### Register map, names as in the netlist

Drawn at 2 px/um. Other sequential cells in the stronger gray, the rest of the logic in the fainter gray.
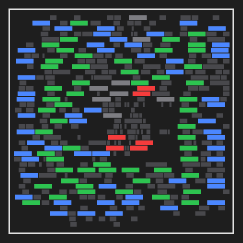
### I/O pins on the die edge

Drawn at 2 px/um. Pins as bars across the die edge, other pins in gray.
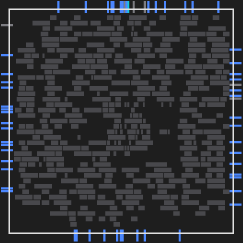
### I/O nets highlighted

Drawn at 3 px/um.
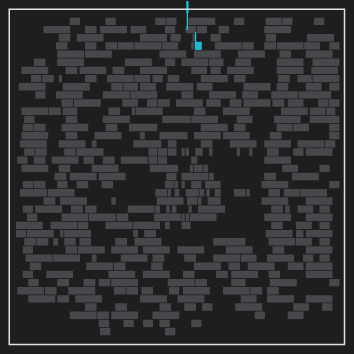
### config.mk
export PLATFORM = sky130hd
export DESIGN_NAME = rx_deframer
export DESIGN_NICKNAME = d
export VERILOG_FILES = /design/src/rtl/router_link_pkg.sv /design/src/rtl/rx_deframer_seq_detect.sv /design/src/rtl/rx_deframer.sv
export SDC_FILE = /design/constraint.sdc
export NUM_CORES = 1
export LEC_CHECK = 0
export CAP_MARGIN = 10
export CORE_UTILIZATION = 40
export DETAILED_ROUTE_END_ITERATION = 10
export GPL_TIMING_DRIVEN = 0
export PLACE_DENSITY_LB_ADDON = 0.1
export SYNTH_ARGS = -nofsm -noshare
export SYNTH_HDL_FRONTEND = slang
export SYNTH_SLANG_ARGS = --single-unit
### constraint.sdc
create_clock -name clk -period 5.8 [get_ports clk]
set_input_delay 1.16 -clock clk [delete_from_list [all_inputs] [get_ports clk]]
set_output_delay 1.16 -clock clk [all_outputs]
set_load 0.02 [all_outputs]
### src/rtl/router_link_pkg.sv
// Shared constants and state encoding for the serial router link.
// The transmitter and receiver both import this package so the frame
// format (start pattern, payload width) stays in one place.
package router_link_pkg;

  localparam int DATA_W = 55;                    // payload bits per frame
  localparam int SEQ_W  = 6;                     // start-sequence length
  localparam logic [SEQ_W-1:0] START_SEQ = 6'b01_1111;  // first bit on line = MSB
  localparam int CNT_W  = 6;                     // bit counter, 2**CNT_W > DATA_W

  // Two-bit encoding so the unused codes have a defined recovery path.
  typedef enum logic [1:0] {
    HUNT    = 2'b00,
    RECEIVE = 2'b01
  } rx_state_t;

endpackage

### src/rtl/rx_deframer_seq_detect.sv
// Start-sequence detector: history shift register plus comparator.
// Ports:
//   clk, rst  - clock, async active-high reset
//   en        - shift din into the history this cycle
//   clr       - force history to all ones (wins over en)
//   din       - serial line sample
//   match     - {history, din} equals START_SEQ (combinational)
// Only SEQ_W-1 history bits are stored; the newest bit is the live input,
// so a match is seen on the same edge that samples the last start bit.
module seq_detect
  import router_link_pkg::*;
(
  input  logic clk,
  input  logic rst,
  input  logic en,
  input  logic clr,
  input  logic din,
  output logic match
);

  logic [SEQ_W-2:0] history;

  always_ff @(posedge clk or posedge rst) begin
    if (rst) begin
      history <= '1;
    end else if (clr) begin
      history <= '1;
    end else if (en) begin
      history <= {history[SEQ_W-3:0], din};
    end
  end

  assign match = ({history, din} == START_SEQ);

endmodule

### src/rtl/rx_deframer.sv
// Serial frame receiver: hunts for the start sequence, deserializes the
// payload MSB first and hands it over with a valid/ack handshake.
// Ports:
//   clk, rst  - clock, async active-high reset
//   S_Data    - serial line, idles at 0, sampled every posedge
//   rx_ack    - consumer acknowledge, clears RX_valid
//   RX_Data   - last complete payload, first received bit at MSB
//   RX_valid  - high from frame completion until acknowledged
//   busy      - high while receiving payload bits
//   overrun   - one-cycle pulse when a frame lands on an unacked word
module rx_deframer
  import router_link_pkg::*;
(
  input  logic              clk,
  input  logic              rst,
  input  logic              S_Data,
  input  logic              rx_ack,
  output logic [DATA_W-1:0] RX_Data,
  output logic              RX_valid,
  output logic              busy,
  output logic              overrun
);

  rx_state_t         state;
  logic [CNT_W-1:0]  cnt;
  // The final bit comes straight from the line, so only DATA_W-1 bits
  // need to be held here.
  logic [DATA_W-2:0] shreg;
  logic              match;
  logic              last_bit;

  assign last_bit = (state == RECEIVE) && (cnt == CNT_W'(1));

  seq_detect u_seq_detect (
    .clk   (clk),
    .rst   (rst),
    .en    (state == HUNT),
    .clr   (last_bit),
    .din   (S_Data),
    .match (match)
  );

  always_ff @(posedge clk or posedge rst) begin
    if (rst) begin
      state    <= HUNT;
      cnt      <= '0;
      shreg    <= '0;
      RX_Data  <= '0;
      RX_valid <= 1'b0;
      busy     <= 1'b0;
      overrun  <= 1'b0;
    end else begin
      overrun <= 1'b0;
      // Completion below overrides this clear, so an ack on the
      // completion edge leaves the new word valid.
      if (rx_ack) RX_valid <= 1'b0;

      case (state)
        HUNT: begin
          if (match) begin
            state <= RECEIVE;
            cnt   <= CNT_W'(DATA_W);
            busy  <= 1'b1;
          end
        end
        RECEIVE: begin
          shreg <= {shreg[DATA_W-3:0], S_Data};
          cnt   <= cnt - CNT_W'(1);
          if (cnt == CNT_W'(1)) begin
            state    <= HUNT;
            busy     <= 1'b0;
            RX_Data  <= {shreg, S_Data};
            RX_valid <= 1'b1;
            if (RX_valid && !rx_ack) overrun <= 1'b1;
          end
        end
        default: begin
          state <= HUNT;
          busy  <= 1'b0;
        end
      endcase
    end
  end

endmodule

==> flow_summary.html <==
<h3>Flow metrics</h3>
<table>
<tr><th>Metric</th><th>Value</th></tr>
<tr><th colspan="2">Critical path</th></tr>
<tr><td>Type of the worst setup path</td><td>register to primary output</td></tr>
<tr><td>Category of cells accounting for the largest share of critical-path delay</td><td>buffers and inverters</td></tr>
<tr><td>Launching element type of the critical path</td><td>register</td></tr>
<tr><td>Critical path buffer and inverter count</td><td>1</td></tr>
<tr><th colspan="2">Final layout</th></tr>
<tr><td>Seq cells</td><td>123</td></tr>
<tr><td>Filler instances</td><td>978</td></tr>
<tr><td>Final net count</td><td>373</td></tr>
<tr><td>Most used cells in the layout excluding fill and tap cells</td><td>118 x sky130_fd_sc_hd__dfrtp_1, 82 x sky130_fd_sc_hd__mux2_2, 61 x sky130_fd_sc_hd__clkdlybuf4s50_1, 28 x sky130_fd_sc_hd__mux2_4, 17 x sky130_fd_sc_hd__clkbuf_16</td></tr>
<tr><td>Fraction of area in non-clock buffers</td><td>11.7%</td></tr>
<tr><th colspan="2">Floorplanning</th></tr>
<tr><td>Overall die width</td><td>111 um</td></tr>
<tr><th colspan="2">STA</th></tr>
<tr><td>Achievable Freq</td><td>392 MHz</td></tr>
<tr><td>Least-Margin Pin Slew</td><td>0.551 ns</td></tr>
<tr><td>Period utilisation layout</td><td>44.0%</td></tr>
<tr><td>Final Hold Viols</td><td>0</td></tr>
<tr><td>Final min period</td><td>2.55 ns</td></tr>
<tr><td>Worst slew margin relative to its limit</td><td>63.3%</td></tr>
<tr><th colspan="2">Route</th></tr>
<tr><td>Residual DRC count</td><td>7</td></tr>
<tr><td>Vias</td><td>2525</td></tr>
<tr><td>Routed length on met1</td><td>3710 um</td></tr>
<tr><td>Routed wire length</td><td>7700 um</td></tr>
<tr><th colspan="2">Yosys</th></tr>
<tr><td>Area fraction in and, or, nand and nor cells</td><td>2.31%</td></tr>
<tr><td>Top area cell types</td><td>sky130_fd_sc_hd__dfrtp_1 62%, sky130_fd_sc_hd__mux2_2 19%, sky130_fd_sc_hd__mux2_4 8.8%</td></tr>
<tr><td>Adder-cell area share of the yosys netlist</td><td>0.524%</td></tr>
<tr><th colspan="2">Outcome</th></tr>
<tr><td>Status</td><td>finished, violations left</td></tr>
<tr><td>Failing checks</td><td>DRC</td></tr>
<tr><th colspan="2">Worst hold path</th></tr>
<tr><td>Worst Hold Depth</td><td>1</td></tr>
<tr><th colspan="2">Job</th></tr>
<tr><td>Max-cap check violation count</td><td>0</td></tr>
<tr><th colspan="2">Pwr</th></tr>
<tr><td>Power density of the placed cells</td><td>319 nW/um^2</td></tr>
<tr><th colspan="2">Place</th></tr>
<tr><td>Total cell area at the placement stage</td><td>5600 sq um</td></tr>
<tr><th colspan="2">Clock network</th></tr>
<tr><td>Number of hold-repair buffers added at the cts stage</td><td>0</td></tr>
<tr><td>Clock root buffer master</td><td>sky130_fd_sc_hd__clkbuf_16</td></tr>
</table>
About 'Register map, names as in the netlist':
legend:
  red:
    name_in_the_netlist: cnt
    sequential_cells: 6
    where: middle
  green:
    name_in_the_netlist: shreg
    sequential_cells: 54
    where: widely spread
  blue:
    name_in_the_netlist: RX_Data
    sequential_cells: 55
    where: widely spread
not colored: 8

About 'I/O pins on the die edge':
legend:
  cyan:
    port: rx_ack
    pins: 1
    direction: input
    edge: top
  blue:
    port: RX_Data
    pins: 55
    direction: output
    edge: 16 left, 15 right, 14 top, 10 bottom
all pins by edge: 18 top, 17 right, 17 left, 10 bottom

About 'I/O nets highlighted':
legend:
  cyan:
    port: rx_ack
    direction: input
    edge: top
    end_cells: 1
    wire: 11.0 um

-- metrics by stage --
stage / TNS, ns / power (mW) / instances / hold slack [ns]
after floorplan: 0 / 0.929 / 286 / 0.477
after global placement: -43.17 / 0.942 / 490 / 0.489
after detailed placement: 0 / 0.946 / 491 / 0.493
after CTS: 0 / 2.01 / 523 / 0.509
after global routing: 0 / 2.05 / 523 / 0.519
final: 0 / 1.98 / 523 / 0.505
-- flip-flops by register name, indices dropped and copies added, names as in the netlist --
name / flops
RX_valid: 1
busy: 1
u_seq_detect.history: 5
cnt: 6
shreg: 54
RX_Data: 55
overrun: 1
-- power by group --
part	internal (mW)	switching [mW]	leakage [nW]	total (mW)
sequential	0.878	0.0127	1.57	0.890
clock	0.699	0.350	0.296	1.05
combinational	0.0181	0.0216	1.06	0.0396
total	1.59	0.384	2.92	1.98
Power and IR drop assume default switching activity.
